File: src/rtl/i2s_rcvr_frame_cntlr_if.sv
// Sample-pair handshake between the I2S receive frame controller and its
// downstream consumer. The controller drives the master side.
interface i2s_rcvr_frame_cntlr_if #(
   parameter int WIDTH = 16
);
   logic [WIDTH-1:0] left_data;
   logic [WIDTH-1:0] right_data;
   logic             sample_valid;
   logic             sample_ready;
   logic             overrun;

   modport master (
      output left_data,
      output right_data,
      output sample_valid,
      output overrun,
      input  sample_ready
   );

   modport slave (
      input  left_data,
      input  right_data,
      input  sample_valid,
      input  overrun,
      output sample_ready
   );
endinterface

File: src/rtl/i2s_rcvr_frame_cntlr.sv
// I2S receive frame controller: oversamples SCK/WS/SD on clk, shifts each
// channel word MSB-first with the one-bit I2S delay, zero-pads short slots,
// truncates long slots, and presents stereo pairs over valid/ready.
// Optional macro I2S_RCVR_OVERRUN_EN: drop new pairs while a presented pair
// is stalled and flag it on a sticky overrun output; without it a new pair
// overwrites the presented one and overrun stays 0.
module i2s_rcvr_frame_cntlr #(
   parameter int WIDTH = 16
) (
   input  logic                   clk,
   input  logic                   n_rst,
   input  logic                   sck_in,
   input  logic                   ws_in,
   input  logic                   sd_in,
   i2s_rcvr_frame_cntlr_if.master smp
);
   localparam int              CW      = $clog2(WIDTH + 1);
   localparam logic [CW-1:0]   WIDTH_C = CW'(WIDTH);

   typedef enum logic [1:0] {IDLE, SHIFT, HOLD} state_t;

   logic [1:0]       sck_sync;
   logic [1:0]       ws_sync;
   logic [1:0]       sd_sync;
   logic             sck_prev;
   logic             rise;
   logic             ws_smp;
   logic             sd_smp;
   logic             ws_last;

   state_t           state;
   logic             chan;
   logic [CW-1:0]    cnt;
   logic [WIDTH-1:0] shreg;
   logic [WIDTH-1:0] left_hold;
   logic             left_pend;

   logic [WIDTH-1:0] left_data_reg;
   logic [WIDTH-1:0] right_data_reg;
   logic             valid_reg;

   logic             ws_chg;
   logic [WIDTH-1:0] shreg_in;
   logic [CW-1:0]    cnt_fin;
   logic [WIDTH-1:0] word;
   logic             commit;
   logic             pair_form;
   logic             xfer;

   // Two-flop synchronizers, then a registered SCK rise pulse with ws/sd
   // captured in the same cycle so they line up with the pulse.
   always_ff @(posedge clk or negedge n_rst) begin
      if (!n_rst) begin
         sck_sync <= '0;
         ws_sync  <= '0;
         sd_sync  <= '0;
         sck_prev <= 1'b0;
         rise     <= 1'b0;
         ws_smp   <= 1'b0;
         sd_smp   <= 1'b0;
      end else begin
         sck_sync <= {sck_sync[0], sck_in};
         ws_sync  <= {ws_sync[0], ws_in};
         sd_sync  <= {sd_sync[0], sd_in};
         sck_prev <= sck_sync[1];
         rise     <= sck_sync[1] & ~sck_prev;
         ws_smp   <= ws_sync[1];
         sd_smp   <= sd_sync[1];
      end
   end

   // Word that would be committed at this rise: in SHIFT the current bit is
   // the ending word's LSB; the result is left-aligned so short slots pad.
   always_comb begin
      ws_chg   = ws_smp ^ ws_last;
      shreg_in = {shreg[WIDTH-2:0], sd_smp};
      cnt_fin  = cnt;
      word     = shreg;
      if (state == SHIFT) begin
         cnt_fin = cnt + CW'(1);
         word    = shreg_in << (WIDTH_C - cnt_fin);
      end
      commit    = rise && ws_chg && (state != IDLE);
      pair_form = commit && chan && left_pend;
      xfer      = valid_reg && smp.sample_ready;
   end

   // Slot sequencer: sync on a ws change, shift up to WIDTH bits, hold the
   // rest, and commit left/right words at each ws change.
   always_ff @(posedge clk or negedge n_rst) begin
      if (!n_rst) begin
         state     <= IDLE;
         chan      <= 1'b0;
         cnt       <= '0;
         shreg     <= '0;
         left_hold <= '0;
         left_pend <= 1'b0;
         ws_last   <= 1'b0;
      end else if (rise) begin
         ws_last <= ws_smp;
         if (ws_chg) begin
            // The bit at a resync rise belongs to the previous slot.
            state <= SHIFT;
            chan  <= ws_smp;
            cnt   <= '0;
            shreg <= '0;
            if (state != IDLE) begin
               if (!chan) begin
                  left_hold <= word;
                  left_pend <= 1'b1;
               end else begin
                  left_pend <= 1'b0;
               end
            end
         end else if (state == SHIFT) begin
            shreg <= shreg_in;
            cnt   <= cnt + CW'(1);
            if (cnt + CW'(1) == WIDTH_C) begin
               state <= HOLD;
            end
         end
      end
   end

`ifdef I2S_RCVR_OVERRUN_EN
   logic overrun_reg;

   // Present pairs; a pair arriving against a stalled one is dropped and
   // flagged until the next completed transfer.
   always_ff @(posedge clk or negedge n_rst) begin
      if (!n_rst) begin
         left_data_reg  <= '0;
         right_data_reg <= '0;
         valid_reg      <= 1'b0;
         overrun_reg    <= 1'b0;
      end else if (pair_form && (!valid_reg || smp.sample_ready)) begin
         left_data_reg  <= left_hold;
         right_data_reg <= word;
         valid_reg      <= 1'b1;
         if (xfer) begin
            overrun_reg <= 1'b0;
         end
      end else if (pair_form) begin
         overrun_reg <= 1'b1;
      end else if (xfer) begin
         valid_reg   <= 1'b0;
         overrun_reg <= 1'b0;
      end
   end

   assign smp.overrun = overrun_reg;
`else
   // Present pairs; a newer pair always replaces the presented one.
   always_ff @(posedge clk or negedge n_rst) begin
      if (!n_rst) begin
         left_data_reg  <= '0;
         right_data_reg <= '0;
         valid_reg      <= 1'b0;
      end else if (pair_form) begin
         left_data_reg  <= left_hold;
         right_data_reg <= word;
         valid_reg      <= 1'b1;
      end else if (xfer) begin
         valid_reg <= 1'b0;
      end
   end

   assign smp.overrun = 1'b0;
`endif

   assign smp.left_data    = left_data_reg;
   assign smp.right_data   = right_data_reg;
   assign smp.sample_valid = valid_reg;

endmodule
File: src/flat_wrapper.sv
// flat-port wrapper written by rule: the top's interface ports become plain ports
module i2s_rcvr_frame_cntlr_flat 
#(
   parameter int WIDTH = 16
)
  (clk, n_rst, sck_in, ws_in, sd_in, smp_left_data, smp_right_data, smp_sample_valid, smp_overrun, smp_sample_ready);
  i2s_rcvr_frame_cntlr_if #(.WIDTH(WIDTH)) smp_i ();
  input  logic clk;
  input  logic n_rst;
  input  logic sck_in;
  input  logic ws_in;
  input  logic sd_in;
  output wire logic [$bits(smp_i.left_data)-1:0] smp_left_data;
  output wire logic [$bits(smp_i.right_data)-1:0] smp_right_data;
  output wire logic [$bits(smp_i.sample_valid)-1:0] smp_sample_valid;
  output wire logic [$bits(smp_i.overrun)-1:0] smp_overrun;
  input wire logic [$bits(smp_i.sample_ready)-1:0] smp_sample_ready;
  assign smp_left_data = smp_i.left_data;
  assign smp_right_data = smp_i.right_data;
  assign smp_sample_valid = smp_i.sample_valid;
  assign smp_overrun = smp_i.overrun;
  assign smp_i.sample_ready = smp_sample_ready;
  i2s_rcvr_frame_cntlr #(.WIDTH(WIDTH)) u_core (.clk(clk), .n_rst(n_rst), .sck_in(sck_in), .ws_in(ws_in), .sd_in(sd_in), .smp(smp_i));
endmodule
File: config.mk
export PLATFORM = sky130hd
export DESIGN_NAME = i2s_rcvr_frame_cntlr_flat
export DESIGN_NICKNAME = d
export VERILOG_FILES = /design/src/rtl/i2s_rcvr_frame_cntlr_if.sv /design/src/rtl/i2s_rcvr_frame_cntlr.sv /design/src/flat_wrapper.sv
export SDC_FILE = /design/constraint.sdc
export NUM_CORES = 1
export LEC_CHECK = 0
export CAP_MARGIN = 40
export CORE_ASPECT_RATIO = 0.75
export CORE_MARGIN = 2
export CORE_UTILIZATION = 45
export CTS_CLUSTER_SIZE = 24
export DETAILED_ROUTE_END_ITERATION = 7
export DONT_BUFFER_PORTS = 1
export MAX_ROUTING_LAYER = met4
export PLACE_DENSITY_LB_ADDON = 0.3
export SLEW_MARGIN = 0
export SYNTH_ARGS = -nofsm -noshare
export SYNTH_HDL_FRONTEND = slang
export SYNTH_SLANG_ARGS = --single-unit
File: constraint.sdc
create_clock -name clk -period 3.6 [get_ports clk]
set_clock_uncertainty 0.2 [all_clocks]
set_input_delay 0.54 -clock clk [delete_from_list [all_inputs] [get_ports clk]]
set_output_delay 0.54 -clock clk [all_outputs]
set_load 0.01 [all_outputs]
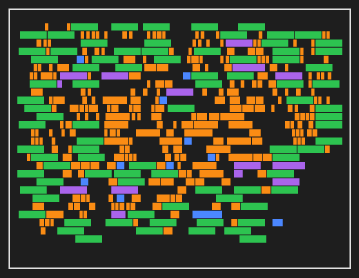
(images/placement_by_type.png)
(3 px per um)
Key: blue = remaining buffers and delay cells [cells 11]; green = sequential cells [cells 85]; orange = combinational and other logic [cells 262]; purple = clock drivers and dummy loads [cells 14]
Seq area share: 47.8%
post-layout util: 51.9%

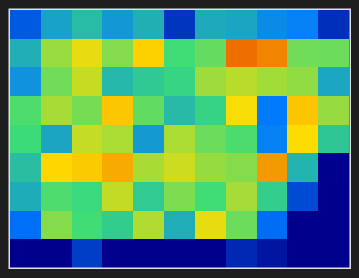
(images/cell_density.png)
(3 px per um) The die is cut into 11 by 9 equal tiles; dark blue is low, red is high, 0 to 100% covered.
12% of the tiles are nearly empty. 9.1% of the tiles are over 75% full. The mean over all tiles is 44%. The emptiest ninth of the die: south-east.

==> summary.txt <==
yosys + openroad results -> outcome=finished, violations left, failing checks=DRC, CTS sink count=between 80 and 90, Synth cell types=42, largest net degree at the start of global routing=approximately 86, largest class=flip-flops and latches, fin crit share=around 87%, first-pass GRT wire length=14800 um, min-delay src=sd_in, VDD IR max=0.000364 V, area post-placement=just over 4000 um^2, routed wire length=approximately 8800 um, via count=~2700, Seq/Total Area, Yosys=around 53%, Overall Global Routing Usage=20.3%, Slew Viols, Final=0, M1 wire length=4360 um, Worst Hold End=u_core.sd_sync[0]$_DFF_PN0_, Non-clk bufs=11, top routing layer used=met4, logic area=roughly 1700 um^2, Min Hold Slack=~29 ps, FP Rows=29, reg2reg end=u_core.left_hold[12]$_DFFE_PN0P_, Design Area, Final=roughly 4400 um^2, Core Region=8560 um^2, Top FF cell, synth=dfrtp_1, Die Wd=between 100 and 150 um, R2R Path Start=u_core.cnt[1]$_DFFE_PN0P_, DRC viols=3, fraction of registers with async set/reset=100%, Sw Share=30.4%, total grt overflow=0, Worst Hold Class=input pin to flip-flop, total CTS buffers=9, worst hold stages=0, # port buffers=0, critical path endpoint=u_core.left_hold[12]$_DFFE_PN0P_, I/O pin count=40, tool warnings=26, Final ANT Viol Nets=0, clk_buf instances=10, layer with the highest usage=met1, initial DRC count=approximately 230, clk slew on worst S/H paths=~60 ps, max_cap viols=0, CTS tree=done, GPL Wtd Cong=0.941, fmax=between 300 and 400 MHz, pre-CTS setup slack=between 400 and 500 ps, most frequent cell after synthesis=nand2_1, Non-clk invs=5, Final min period=between 3000 and 4000 ps, most common logic cell in the routed design=nand2_1, Post-Synthesis Cells=372, # Taps=108, setup_tns=0 ps, worst-margin pin slew=777 ps, Power per Cell Area=~650 nW/um^2, LEAKAGE=1.99 nW, # H-tree levels=3, Comb gates=roughly 260, NetSw=0.878 mW, WS Path Type=flip-flop to flip-flop, final setup violation count=0, min setup slack post-route=roughly 480 ps, chip area=~9700 um^2, critical path data arrival time=3110 ps, top cells by area=dfrtp_1, nand2_1, mux4_2, a22o_1, mux2_2, post-DR vias/cell=5.71, CP startpoint kind=flip-flop, Combinational Power Share=~27%, sequential share of power=39.4%, GR Layer Usage met3=under 10%, met3 WL post-DR=roughly 520 um, seq pwr=~1.1 mW, crit path DRT=3600 ps, met2 usage=between 20% and 30%, Layout area overhead=10.6%, setup slack, reg-to-reg=about 480 ps, yosys stat cell total=roughly 370, fin cells=480, Clock Tree Buf Depth=2, Post-Syn Area=roughly 4000 um^2, Syn Nets=between 300 and 400, most frequent cells in the layout=nand2_1, dfrtp_1, o21ai_0, nets=roughly 380, initial antenna violation count=0, post-cts repair resize count=0, P_clk=between 0.9 and 1 mW, Pint=2.01 mW, EDFF count, synth=0, Max-area cell share=~53%, vias in the first global route=around 2700, Clock buf/inv share=under 10%, Setup crit start=u_core.cnt[1]$_DFFE_PN0P_, cts hold-fix bufs=2, CP Cell Sequence=ha_1, nand4bb_1, o2111ai_1, o211ai_4, buf_4, mux2_2, mux2i_1, o21ai_0, root buffer cell=clkbuf_16, multi-input combinational area share=between 30 and 40%, Logic power comb=~0.8 mW, FF/Latch Area=2130 um^2, placed insts=464, Synth area leader=dfrtp_1, Max stage delay on crit path=around 800 ps, clk ins delay skew pair=between 300 and 400 ps, fraction of layout cells with a size suffix above 1=roughly 15%, Pre-Repair DR Iteration Count=6, Crit Path Max Fanout=18
-- cells by family after synthesis --
group	share of synthesized area, %
AOI/OAI and AO/OA	14.9
xor gates and xnor gates	1.06
adders and majority gates	0.622
buffers and inverters	3.58
DFF	52.9
muxes	13.9
other	0.0933
and+or+nand+nor	13.0
-- critical path, delay by kind of cell, from the launching register on --
kind	cells	cell delay (ps)
AOI/OAI and AO/OA	3	460
adders and majority gates	1	800
buffers and inverters	1	250
DFF	1	440
muxes	2	570
and+or+nand+nor	1	260
-- stage by stage --
stage | utilization [%] | total power [mW]
2_1_floorplan | - | 1.78
5_1_grt | 51.9 | 3.04
6_report | 51.9 | 2.89
3_5_place_dp | 47.9 | 1.91
3_3_place_gp | 47.9 | 1.89
4_1_cts | 51.9 | 2.91
Power figures rest on the tool's default switching activity, not on a simulated workload.
